==> config.mk <==
export PLATFORM = sky130hd
export DESIGN_NAME = hazard_scoreboard_flat
export DESIGN_NICKNAME = d
export VERILOG_FILES = /design/src/rtl/hazard_scoreboard_pkg.sv /design/src/rtl/hazard_scoreboard_if.sv /design/src/rtl/hazard_scoreboard_muldiv_tracker.sv /design/src/rtl/hazard_scoreboard.sv /design/src/flat_wrapper.sv
export SDC_FILE = /design/constraint.sdc
export NUM_CORES = 1
export LEC_CHECK = 0
export CELL_PAD_IN_SITES_DETAIL_PLACEMENT = 0
export CELL_PAD_IN_SITES_GLOBAL_PLACEMENT = 1
export CORE_MARGIN = 4
export CORE_UTILIZATION = 35
export CTS_BUF_LIST = sky130_fd_sc_hd__clkbuf_8
export CTS_CLUSTER_DIAMETER = 80
export DETAILED_ROUTE_END_ITERATION = 7
export PLACE_DENSITY = 0.74
export SLEW_MARGIN = 25
export SYNTH_ARGS = -nofsm -noshare
export SYNTH_HDL_FRONTEND = slang
export SYNTH_HIERARCHICAL = 1
export SYNTH_SLANG_ARGS = --single-unit
export TNS_END_PERCENT = 5
==> constraint.sdc <==
create_clock -name clk -period 3.16 [get_ports clk]
set_clock_uncertainty 0.15 [all_clocks]
set_input_delay 0.316 -clock clk [delete_from_list [all_inputs] [get_ports clk]]
set_output_delay 0.316 -clock clk [all_outputs]
set_load 0.03 [all_outputs]
Gate families picked out:
Scale bar: 20 µm.
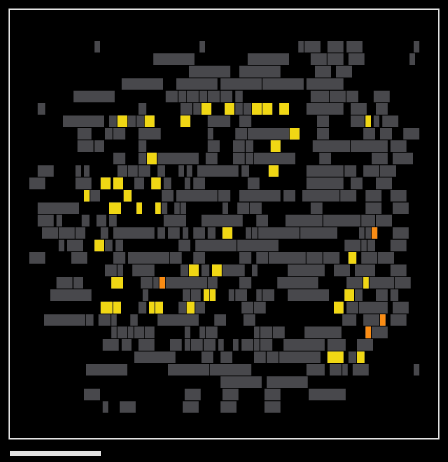
[yellow] nor cells | cells: 39 | most used: nor2b_1
[orange] inv cells | cells: 4 | most used: inv_1
share of cell area taken by multi-input logic gates: 45.1%
most common cell after layout, fill and taps aside: sky130_fd_sc_hd__clkdlybuf4s50_1
post-route insts no fill: 428

Sequential cells coloured by netlist name:
Scale bar: 20 µm. Other sequential cells in the stronger grey, the rest of the logic in the fainter grey.
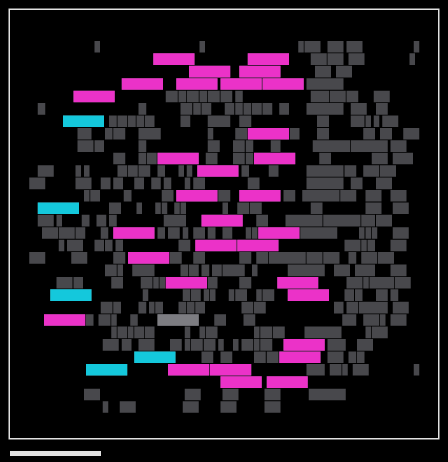
[magenta] u_core/bus.pending | sequential cells: 31
[cyan] u_core/load_rd_q | sequential cells: 5
sequential-cell power consumption: 0.000482 W
area occupied by registers: 926 µm²
sequential share of cell area: 27.7%
Post-Route Utilization: 47.9%

Metal layers overlaid:
Scale bar: 20 µm.
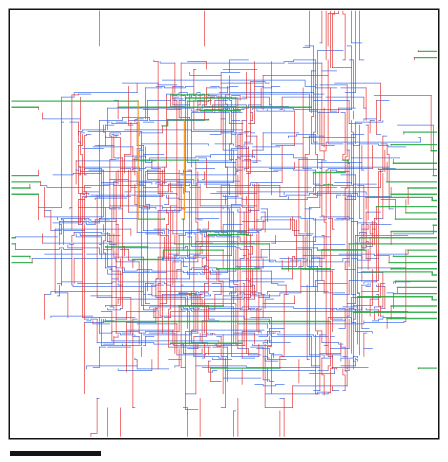
[red] M2 | wire length: 3870 µm
[blue] M1 | wire length: 3700 µm
[green] M3 | wire length: 684 µm
[orange] M4 | wire length: 47.6 µm
Detailed Route WL: 8290 µm
WL per Instance: 19.4 µm
total via count in the routed design: 2370
total global routing track utilization: 18.8%

Placed standard cells:
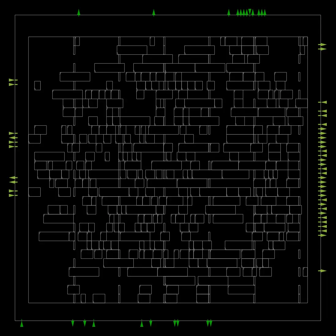
CORE AREA: 6980 µm²
fill count: 695
num tapcells: 96
layout sequential cell count: 37
number of standard-cell rows in the floorplan: 30

==> run notes <==
Flow results are below.

- The run finished, with violations left.
- The final reports fail on hold timing.
- The share of the synthesized area in the top cell type is 36.0%, for reference.
- The final critical path takes up 92.9% of the cycle.
- The chip occupies 8790 µm².
- Setup repair after global routing left no endpoint under its margin.
- After layout the signal buffers, clock cells excluded, come to 20.7% of cell area.
- Per the layout report, the design carries 5 clock buffers.
- Per the run summary, max-cap violations total 0.
- From the final report, the count of setup violators was given as 0.
- The diode insertion count for antenna repair is 0, for reference.
- The critical setup path kind is in -> out, for reference.
- The number of cells traversed by the worst register-to-register path is 7, for reference.
- The skew report gives the latency at the later pin of the worst-skew pair as 0.29 ns.
- Entering global routing, the biggest net connects 38 pins.
- The worst path in the final design needs a cycle of 2.94 ns, including I/O delays and setup.
- Across all hold checks on the routed design, the worst slack comes to -0.0213 ns.
- Wire segments on met2 add up to 3870 µm in the final route.
- In this run the most used layer during global routing was met2.
- The placement summary gives the final routability congestion estimate as 0.867.
- Relative to the synthesized area, the layout overhead comes to 30.0%.
- Per the CTS log, the maximum H-tree level is 2.
- In the layout the tool counted multi-input logic cells amounting to 208.
- In the final report, the number of hold violations comes to 37.
- The share of flip-flops with an asynchronous set or reset after synthesis is 100%, for reference.
- For this run, design rule violations remaining after detail routing come to 0.
- The total routed wire length on the met1 layer is 3700 µm, for reference.
- The top cell type by total area after synthesis is sky130_fd_sc_hd__dfrtp_1, for reference.
- The combinational power reported by the tool is 0.000162 W.
- The achievable frequency is 341 MHz, for reference.
- Clock tree synthesis selected as its root buffer the cell sky130_fd_sc_hd__clkbuf_8.
- The layout report lists the clock-cell share of area as 2.47%.
- The initial antenna violation count is 0.
- The clock transition at the registers of the reported paths is 0.07 ns, for reference.
- The power report lists cell-internal power as 0.000693 W.
- The area of all placed cells without fillers is 3340 µm², for reference.
- The number of sinks driven by the clock tree is 37, for reference.
- The register bit count reported by yosys is 37, for reference.
- The number of hold-repair buffers added at the cts stage is 0, for reference.
- The sequential cell area fraction in the yosys report is 36.0%, for reference.
- The critical path in the final layout is reported with a setup slack of 0.225 ns.
- The portion of netlist area occupied by mux cells is 17.1%, for reference.
- The group with the largest share of power is registers, for reference.
- The number of cells in the design after placement is 420, for reference.
- The placement-stage cell area is 3260 µm², for reference.
- The logs give a warning total of 27.
- The Yosys warning count is 6, for reference.
- For this run, the slowest stage of the critical path takes 0.50 ns.
- After synthesis, the cell types taking the most area are sky130_fd_sc_hd__dfrtp_1 (36%), sky130_fd_sc_hd__mux4_2 (12%), sky130_fd_sc_hd__o31ai_1 (7.0%).
- Switching power as a fraction of the total was reported as 28.3%.
- The overall overflow remaining after global route is 0, for reference.
- The kind of cell adding the most delay to the critical path is multiplexers, for reference.
- The first detailed-routing pass ran for 4 iterations.
- Per the synth stats, the flop cell with the highest instance count is sky130_fd_sc_hd__dfrtp_1.
- Per the post-place timing report, worst setup slack is -0.183 ns.
- Per the synthesis report, the adder-cell share of the synthesized area is 0%.
- The cell-mix breakdown from Yosys lists the compound-gate area share as 14.1%.
Power and IR drop assume default switching activity.
